--- src/rtl/game_pkg.sv ---
`default_nettype none
// +--------------------------------------------------------------------------+
// | Module      : game_pkg                                                   |
// | Description : Shared state encodings for the game-control FSM. The same  |
// |               3-bit codes are decoded by the video and game-logic blocks |
// |               from the dataout bus, so they must not be renumbered.      |
// | Contents    : state_t type, ST_* encodings, is_timed_state() helper.     |
// | Revision    : 1.0 - initial release                                      |
// +--------------------------------------------------------------------------+
package game_pkg;

  typedef logic [2:0] state_t;

  localparam state_t ST_START    = 3'b000;
  localparam state_t ST_PLAYING  = 3'b001;
  localparam state_t ST_PAUSE    = 3'b010;
  localparam state_t ST_RESET    = 3'b011;
  localparam state_t ST_GAMEOVER = 3'b100;
  localparam state_t ST_RESPAWN  = 3'b101;

  // States whose dwell time is measured by the state timer.
  function automatic logic is_timed_state(input state_t s);
    return (s == ST_RESET) || (s == ST_RESPAWN) || (s == ST_GAMEOVER);
  endfunction

endpackage
`default_nettype wire

--- src/rtl/rise_detect.sv ---
`default_nettype none
// +--------------------------------------------------------------------------+
// | Module      : rise_detect                                                |
// | Description : One-bit rising-edge detector. The previous-sample flop is  |
// |               updated every cycle so a level held high yields exactly    |
// |               one event; it clears on block reset so an input already    |
// |               high when reset releases produces an event.                |
// | Ports       : clk      in  - clock, rising edge                          |
// |               resetFSM in  - asynchronous active-high reset              |
// |               din      in  - level input                                 |
// |               rise     out - din & ~previous sample                      |
// | Revision    : 1.0 - initial release                                      |
// +--------------------------------------------------------------------------+
module rise_detect (
  input  logic clk,
  input  logic resetFSM,
  input  logic din,
  output logic rise
);

  logic prev_q;
  logic prev_d;

  always_comb begin
    prev_d = din;
  end

  always_ff @(posedge clk or posedge resetFSM) begin
    if (resetFSM) begin
      prev_q <= 1'b0;
    end else begin
      prev_q <= prev_d;
    end
  end

  assign rise = din & ~prev_q;

endmodule
`default_nettype wire

--- src/rtl/game_ctrl_fsm.sv ---
`default_nettype none
// +--------------------------------------------------------------------------+
// | Module      : game_ctrl_fsm                                              |
// | Description : Game-control state machine: START / PLAYING / PAUSE /      |
// |               RESET / GAMEOVER / RESPAWN with a lives counter, a state   |
// |               timer for the timed states and edge-triggered buttons.     |
// | Ports       : clk         in  - clock, rising edge                       |
// |               resetFSM    in  - asynchronous active-high block reset     |
// |               reset       in  - synchronous game-restart request (level) |
// |               startGame   in  - start button, rising edge acts           |
// |               pauseGame   in  - pause button, rising edge acts           |
// |               dead        in  - player-death flag, rising edge acts      |
// |               dataout     out - current state code (game_pkg ST_*)       |
// |               lives       out - remaining lives                          |
// |               stateChange out - pulse: dataout changed at previous edge  |
// |               gameActive  out - high iff state is PLAYING                |
// | Revision    : 1.0 - initial release                                      |
// +--------------------------------------------------------------------------+
module game_ctrl_fsm
  import game_pkg::*;
#(
  parameter int LIVES           = 3,
  parameter int LIVES_W         = 2,
  parameter int RESPAWN_CYCLES  = 4,
  parameter int GAMEOVER_CYCLES = 8,
  parameter int RESET_CYCLES    = 2,
  parameter int CNT_W           = 8
) (
  input  logic               clk,
  input  logic               resetFSM,
  input  logic               reset,
  input  logic               startGame,
  input  logic               pauseGame,
  input  logic               dead,
  output logic [2:0]         dataout,
  output logic [LIVES_W-1:0] lives,
  output logic               stateChange,
  output logic               gameActive
);

  localparam logic [LIVES_W-1:0] c_lives_init    = LIVES_W'(LIVES);
  localparam logic [LIVES_W-1:0] c_lives_one     = LIVES_W'(1);
  localparam logic [CNT_W-1:0]   c_reset_last    = CNT_W'(RESET_CYCLES - 1);
  localparam logic [CNT_W-1:0]   c_respawn_last  = CNT_W'(RESPAWN_CYCLES - 1);
  localparam logic [CNT_W-1:0]   c_gameover_last = CNT_W'(GAMEOVER_CYCLES - 1);
  localparam logic [CNT_W-1:0]   c_timer_one     = CNT_W'(1);

  // --------------------------------------------------------------------
  // Button / event edge detection
  // --------------------------------------------------------------------
  logic w_start_rise;
  logic w_pause_rise;
  logic w_dead_rise;

  rise_detect u_start_rise (
    .clk      (clk),
    .resetFSM (resetFSM),
    .din      (startGame),
    .rise     (w_start_rise)
  );

  rise_detect u_pause_rise (
    .clk      (clk),
    .resetFSM (resetFSM),
    .din      (pauseGame),
    .rise     (w_pause_rise)
  );

  rise_detect u_dead_rise (
    .clk      (clk),
    .resetFSM (resetFSM),
    .din      (dead),
    .rise     (w_dead_rise)
  );

  // --------------------------------------------------------------------
  // State, lives, timer and registered status outputs
  // --------------------------------------------------------------------
  state_t             state_q,        state_d;
  logic [LIVES_W-1:0] lives_q,        lives_d;
  logic [CNT_W-1:0]   timer_q,        timer_d;
  logic               state_change_q, state_change_d;
  logic               game_active_q,  game_active_d;

  always_comb begin
    state_d = state_q;
    lives_d = lives_q;

    // A restart request overrides every other event, including any
    // button edge arriving in the same cycle (that edge is consumed).
    if (reset) begin
      state_d = ST_RESET;
    end else begin
      case (state_q)
        ST_START: begin
          if (w_start_rise) begin
            state_d = ST_PLAYING;
          end
        end
        ST_PLAYING: begin
          // Death outranks pause when both edges coincide.
          if (w_dead_rise) begin
            if (lives_q > c_lives_one) begin
              lives_d = lives_q - c_lives_one;
              state_d = ST_RESPAWN;
            end else begin
              // Covers lives==1 and the unreachable lives==0, so the
              // counter can never wrap below zero.
              lives_d = '0;
              state_d = ST_GAMEOVER;
            end
          end else if (w_pause_rise) begin
            state_d = ST_PAUSE;
          end
        end
        ST_PAUSE: begin
          if (w_pause_rise) begin
            state_d = ST_PLAYING;
          end
        end
        ST_RESET: begin
          if (timer_q >= c_reset_last) begin
            state_d = ST_START;
          end
        end
        ST_RESPAWN: begin
          if (timer_q == c_respawn_last) begin
            state_d = ST_PLAYING;
          end
        end
        ST_GAMEOVER: begin
          if (w_start_rise || (timer_q == c_gameover_last)) begin
            state_d = ST_START;
          end
        end
        default: begin
          // Unused encodings recover to a clean game start.
          state_d = ST_START;
        end
      endcase
    end

    // Lives are reloaded whenever the machine is (or lands) in START.
    if (state_d == ST_START) begin
      lives_d = c_lives_init;
    end

    // Timer measures dwell time in the current state; it restarts on
    // every transition and saturates rather than wrapping, which keeps a
    // long-held restart request from re-arming the RESET minimum.
    timer_d = timer_q;
    if (state_d != state_q) begin
      timer_d = '0;
    end else if (is_timed_state(state_q) && (timer_q != '1)) begin
      timer_d = timer_q + c_timer_one;
    end

    state_change_d = (state_d != state_q);
    game_active_d  = (state_d == ST_PLAYING);
  end

  always_ff @(posedge clk or posedge resetFSM) begin
    if (resetFSM) begin
      state_q        <= ST_START;
      lives_q        <= c_lives_init;
      timer_q        <= '0;
      state_change_q <= 1'b0;
      game_active_q  <= 1'b0;
    end else begin
      state_q        <= state_d;
      lives_q        <= lives_d;
      timer_q        <= timer_d;
      state_change_q <= state_change_d;
      game_active_q  <= game_active_d;
    end
  end

  assign dataout     = state_q;
  assign lives       = lives_q;
  assign stateChange = state_change_q;
  assign gameActive  = game_active_q;

endmodule
`default_nettype wire

--- config.mk ---
export PLATFORM = sky130hd
export DESIGN_NAME = game_ctrl_fsm
export DESIGN_NICKNAME = d
export VERILOG_FILES = /design/src/rtl/game_pkg.sv /design/src/rtl/rise_detect.sv /design/src/rtl/game_ctrl_fsm.sv
export SDC_FILE = /design/constraint.sdc
export NUM_CORES = 1
export LEC_CHECK = 0
export CAP_MARGIN = 25
export CORE_ASPECT_RATIO = 0.7
export CORE_UTILIZATION = 31
export DETAILED_ROUTE_END_ITERATION = 8
export GPL_TIMING_DRIVEN = 0
export PLACE_DENSITY_LB_ADDON = 0.08
export SLEW_MARGIN = 10
export SYNTH_ARGS = -nofsm -noshare
export SYNTH_HDL_FRONTEND = slang
export SYNTH_HIERARCHICAL = 1
export SYNTH_SLANG_ARGS = --single-unit
--- constraint.sdc ---
create_clock -name clk -period 2.4 [get_ports clk]
set_input_delay 0.72 -clock clk [delete_from_list [all_inputs] [get_ports clk]]
set_output_delay 0.72 -clock clk [all_outputs]
set_load 0.01 [all_outputs]
Figure 1. Zoomed window (run 1).
Region (45, 29) to (65, 49) um. Cells in gray, sequential cells in the stronger gray; small squares are vias.
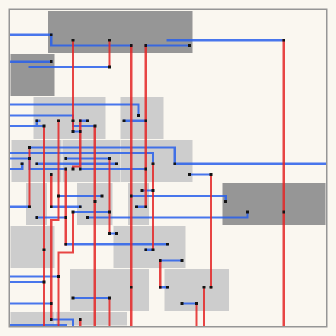
M2 -> red
M1 -> blue
sequential cells in the window = 2
most frequent = ha_1 (2)
netlist names of flops here include = timer_q (2)
cells with their middle in the window = 13

Figure 2. Placed standard cells (run 1).
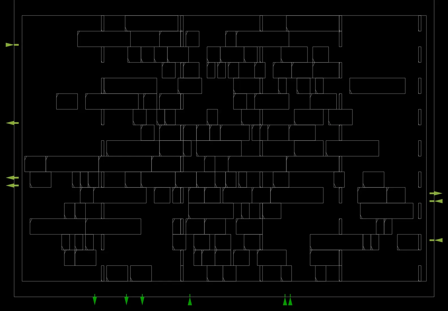
registers: 18
Final Instance Count excl. Fillers: 180
n_taps: 47
fillcell total: 313

Figure 3. Placement density heat map (run 1).
The die is cut into 7 by 5 equal tiles; white is low, dark blue is high, 0 to 100% covered.
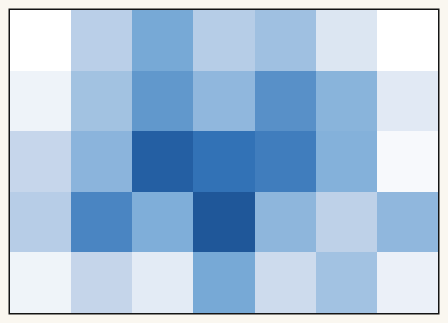
nearly empty tiles = 5.7%
densest ninth of the die = center
mean over tiles = 37%

==> qor.txt, run 1 <==
Clock Power: 0.000245 W
dpl ws: -596 ps
Num CTS Buffers: 3
CP endpoint: stateChange
top layer reached by signal wires: met4
Placed Cells: 169
Inverters, non-clock: 11
vias in the first global route: 841
layout cells sized above 1: 0.278
reg-to-reg critical path startpoint: timer_q[0]
Largest cell class: logic gates
Final Skew: 0.976 ps
worst hold stages: 2
main kind of combinational logic by area: simple AND/OR/NAND/NOR gates
Gate power share: 0.555
max-cap viol count: 0
Mapped Cells: 110
Mean Syn Cell Area: 9.98 um^2
Insertion Delay late pin: 250 ps
number of I/O pins: 13
Post-synth EDFFs: 0
clock buffers: 4
cell type with the largest total area: dfrtp_1
count of non-CTS buffers in the layout: 20
syn_nets: 119
status: finished clean
sequential share of power: 0.277
worst setup path startpoint: pauseGame
initial antenna violation count: 0
clk sink count: 18
FF-to-FF End: timer_q[0]
FFs w/ async S/R, synth: 1.00
Antenna diodes: 0
Worst EP required: 2530 ps
Met1 Wirelength: 1420 um
CTS max path bufs: 2
Synth top cells by count: dfrtp_1 (16), inv_1 (11), nor4_1 (10), nand2_1 (8)
all-layer global routing usage: 0.152
Slew Limit Fails: 0
Int Pwr: 0.000884 W
hold path startpoint: lives[1]
xor/xnor share: 0.0308
# hold bufs at CTS: 0
die width: 73.1 um
PD cells: 1020 nW/um^2
final core utilization: 0.443
met2 GRT Util: 0.207
# rows: 17
Top pwr grp: combinational cells
final setup margin: 54.8 ps
VDD IR max: 0.000664 V
critical path class: in2reg
Die Ht: 51.8 um
YS chip area: 1100 um^2
first drt pass iteration count: 4
Tmin final: 2350 ps
gpl congestion: 0.748
root buf cell: clkbuf_8
H-Tree Depth: 1
Area growth syn-to-layout: 31.2%
# setup viols final: 0
clk slew on worst S/H paths: 70 ps
sequential fraction of the synthesis area: 0.413
TNS Setup: 0 ps
core area: 3250 um^2
reg-to-reg setup timing slack: 140 ps
register area: 454 um^2
mux share of post-synthesis cell area: 0.0547
Placement Cell Area: 1290 um^2
number of remaining DRC errors: 0
CTS tree: built
WL per Instance: 14.4 um
met3 Use GR: 0.0523
Comb group: 0.000814 W
yosys simple share: 0.340
sequential cell power: 0.000407 W
ClkCell Share: 0.0382
endpoints failing hold: 0
Yosys cell types: 36
==> run 1: critical path, stage by stage <==
cell	delay [ps]
buf_2	90
nor2b_4	140
or2b_1	230
a31oi_1	210
or4b_4	560
xnor2_4	200
or3_1	320
==> run 1: registers in the layout, summed over array words and instances, names as in the netlist <==
signal,flops
timer_q,8
dataout,3
lives,2
gameActive,1
stateChange,1
u_dead_rise/prev_q,1
u_pause_rise/prev_q,1
u_start_rise/prev_q,1
==> run 1: timing repair <==
action                     in CTS  in global routing
resized                        11                  8
gates cloned                    1                  1
pin swaps                       4                  6
buffers inserted                2                  3
setup endpoints to repair       9                  7
==> run 2, diff against run 1 <==
--- a/config.mk
+++ b/config.mk
@@ -8,6 +8,7 @@
 export CAP_MARGIN = 25
 export CORE_ASPECT_RATIO = 0.7
 export CORE_UTILIZATION = 31
+export CTS_CLUSTER_SIZE = 16
 export DETAILED_ROUTE_END_ITERATION = 8
 export GPL_TIMING_DRIVEN = 0
 export PLACE_DENSITY_LB_ADDON = 0.08
Figure 4. Placement density heat map (run 2).
The die is cut into 7 by 5 equal tiles; white is low, dark blue is high, 0 to 100% covered.
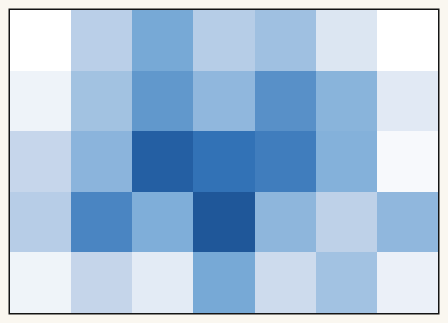
fullest tile = 84%
tiles over 75% full = 5.7%
densest ninth of the die = center
mean over tiles = 37%
final core utilization: 0.443
core area: 3250 um^2

Figure 5. Placed standard cells (run 2).
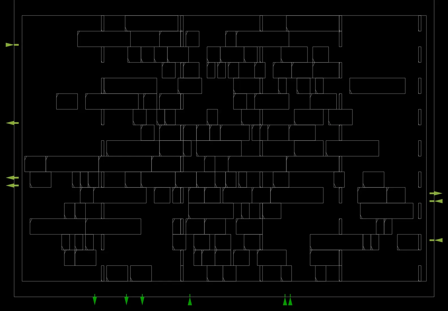
Seq/total area: 0.315
# rows: 17

==> run 2 against run 1 <==
Via count unchanged. Synthesized cell count unchanged. First-iteration DRC count unchanged. Critical endpoint unchanged. Largest power group unchanged.
==> qor.txt, run 2 <==
status: finished clean (unchanged)
Tmin final: 2350 ps (unchanged)
dpl ws: -596 ps (unchanged)
Mapped Cells: 110 (unchanged)
worst hold stages: 2 (unchanged)
reg-to-reg setup timing slack: 140 ps (about the same)
ClkCell Share: 0.0382 (unchanged)
Post-synth EDFFs: 0 (unchanged)
vias in the first global route: 841 (unchanged)
YS chip area: 1100 um^2 (unchanged)
clk sink count: 18 (unchanged)
number of remaining DRC errors: 0 (unchanged)
met2 GRT Util: 0.207 (unchanged)
Insertion Delay late pin: 250 ps (about the same)
Synth top cells by count: dfrtp_1 (16), inv_1 (11), nor4_1 (10), nand2_1 (8) (unchanged)
layout cells sized above 1: 0.278 (unchanged)
Comb group: 0.000814 W (about the same)
Crit. path cell count: 7 (unchanged)
root buf cell: clkbuf_8 (unchanged)
gpl congestion: 0.748 (unchanged)
cell type with the largest total area: dfrtp_1 (unchanged)
VDD IR max: 0.000664 V (unchanged)
CP endpoint: stateChange (unchanged)
# hold bufs at CTS: 0 (unchanged)
via count: 885 (unchanged)
critical path class: in2reg (unchanged)
Top pwr grp: combinational cells (unchanged)
Worst EP required: 2530 ps (about the same)
die width: 73.1 um (unchanged)
Num CTS Buffers: 3 (unchanged)
arrival time worst endpoint: 2480 ps (about the same)
mux share of post-synthesis cell area: 0.0547 (unchanged)
PD cells: 1020 nW/um^2 (unchanged)
all-layer global routing usage: 0.152 (unchanged)
H-Tree Depth: 1 (unchanged)
initial antenna violation count: 0 (unchanged)
Largest cell class: logic gates (unchanged)
xor/xnor share: 0.0308 (unchanged)
Die Ht: 51.8 um (unchanged)
Antenna diodes: 0 (unchanged)
syn_nets: 119 (unchanged)
hold path startpoint: lives[1] (unchanged)
delay-heaviest family, CP: simple AND/OR/NAND/NOR gates (unchanged)
Final Skew: 0.976 ps (unchanged)
Clock Power: 0.000245 W (about the same)
worst setup path startpoint: pauseGame (unchanged)
n_taps: 47 (unchanged)
commonest non-fill, non-tap cell in the layout: dfrtp_1 (unchanged)
sequential share of power: 0.277 (about the same)
number of I/O pins: 13 (unchanged)
cell breakdown of the critical path: buf_2, nor2b_4, or2b_1, a31oi_1, or4b_4, xnor2_4, or3_1 (unchanged)
registers: 18 (unchanged)
# setup viols final: 0 (unchanged)
met3 Use GR: 0.0523 (unchanged)
register area: 454 um^2 (unchanged)
CTS max path bufs: 2 (unchanged)
max-cap viol count: 0 (unchanged)
yosys simple share: 0.340 (unchanged)
count of non-CTS buffers in the layout: 20 (unchanged)
final setup margin: 54.8 ps (unchanged)
Crit-path slowest cell: or4b_4 (unchanged)
FF+latch count, synth: 18 (unchanged)
clock buffers: 4 (unchanged)
Final Instance Count excl. Fillers: 180 (unchanged)
fillcell total: 313 (unchanged)
Yosys cell types: 36 (unchanged)
Int Pwr: 0.000884 W (unchanged)
Top reg by flops: timer_q (unchanged)
sequential fraction of the synthesis area: 0.413 (unchanged)
Critical path buffers and inverters: 1 (unchanged)
first drt pass iteration count: 4 (unchanged)
Met1 Wirelength: 1420 um (unchanged)
CTS tree: built (unchanged)
Placed Cells: 169 (unchanged)
WL per Instance: 14.4 um (unchanged)
FF-to-FF End: timer_q[0] (unchanged)
worst hold path class: reg2reg (unchanged)
Slew Limit Fails: 0 (unchanged)
Figure 6. Zoomed window (run 2).
Region (45, 29) to (65, 49) um. Cells in gray, sequential cells in the stronger gray; small squares are vias.
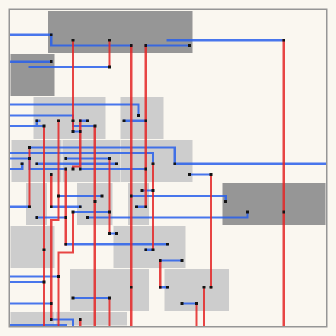
M2 -> red
M1 -> blue
sequential cells in the window = 2
most frequent = ha_1 (2)
cells with their middle in the window = 13
netlist names of flops here include = timer_q (2)

run 2: cell counts in the layout (fill, tap and decap cells not counted):
Identical to the previous run, type by type.
run 2: timing repair:
action	in CTS	in global routing
cloned	1	1
setup endpoints to repair	9	7
buffers inserted	2	3
pin swaps	4	6
gates resized	11	8
run 2: logic make-up after synthesis:
| family | after synthesis |
|---|---|
| xor+xnor | 3 |
| buf+inv | 14 |
| compound gates | 12 |
| simple gates | 54 |
| mux | 6 |
| fa+ha+maj | 3 |
| flops | 18 |
run 2: metrics by stage:
stage | area [um^2] | hold slack, ps | setup TNS (ps)
2_1_floorplan | 1110 | 449 | 0
3_3_place_gp | 1290 | 482 | -4850
3_5_place_dp | 1290 | 508 | -5350
4_1_cts | 1390 | 519 | 0
5_1_grt | 1440 | 547 | -6.08
6_report | 1440 | 514 | 0
Power is estimated from default activity; no workload was simulated.
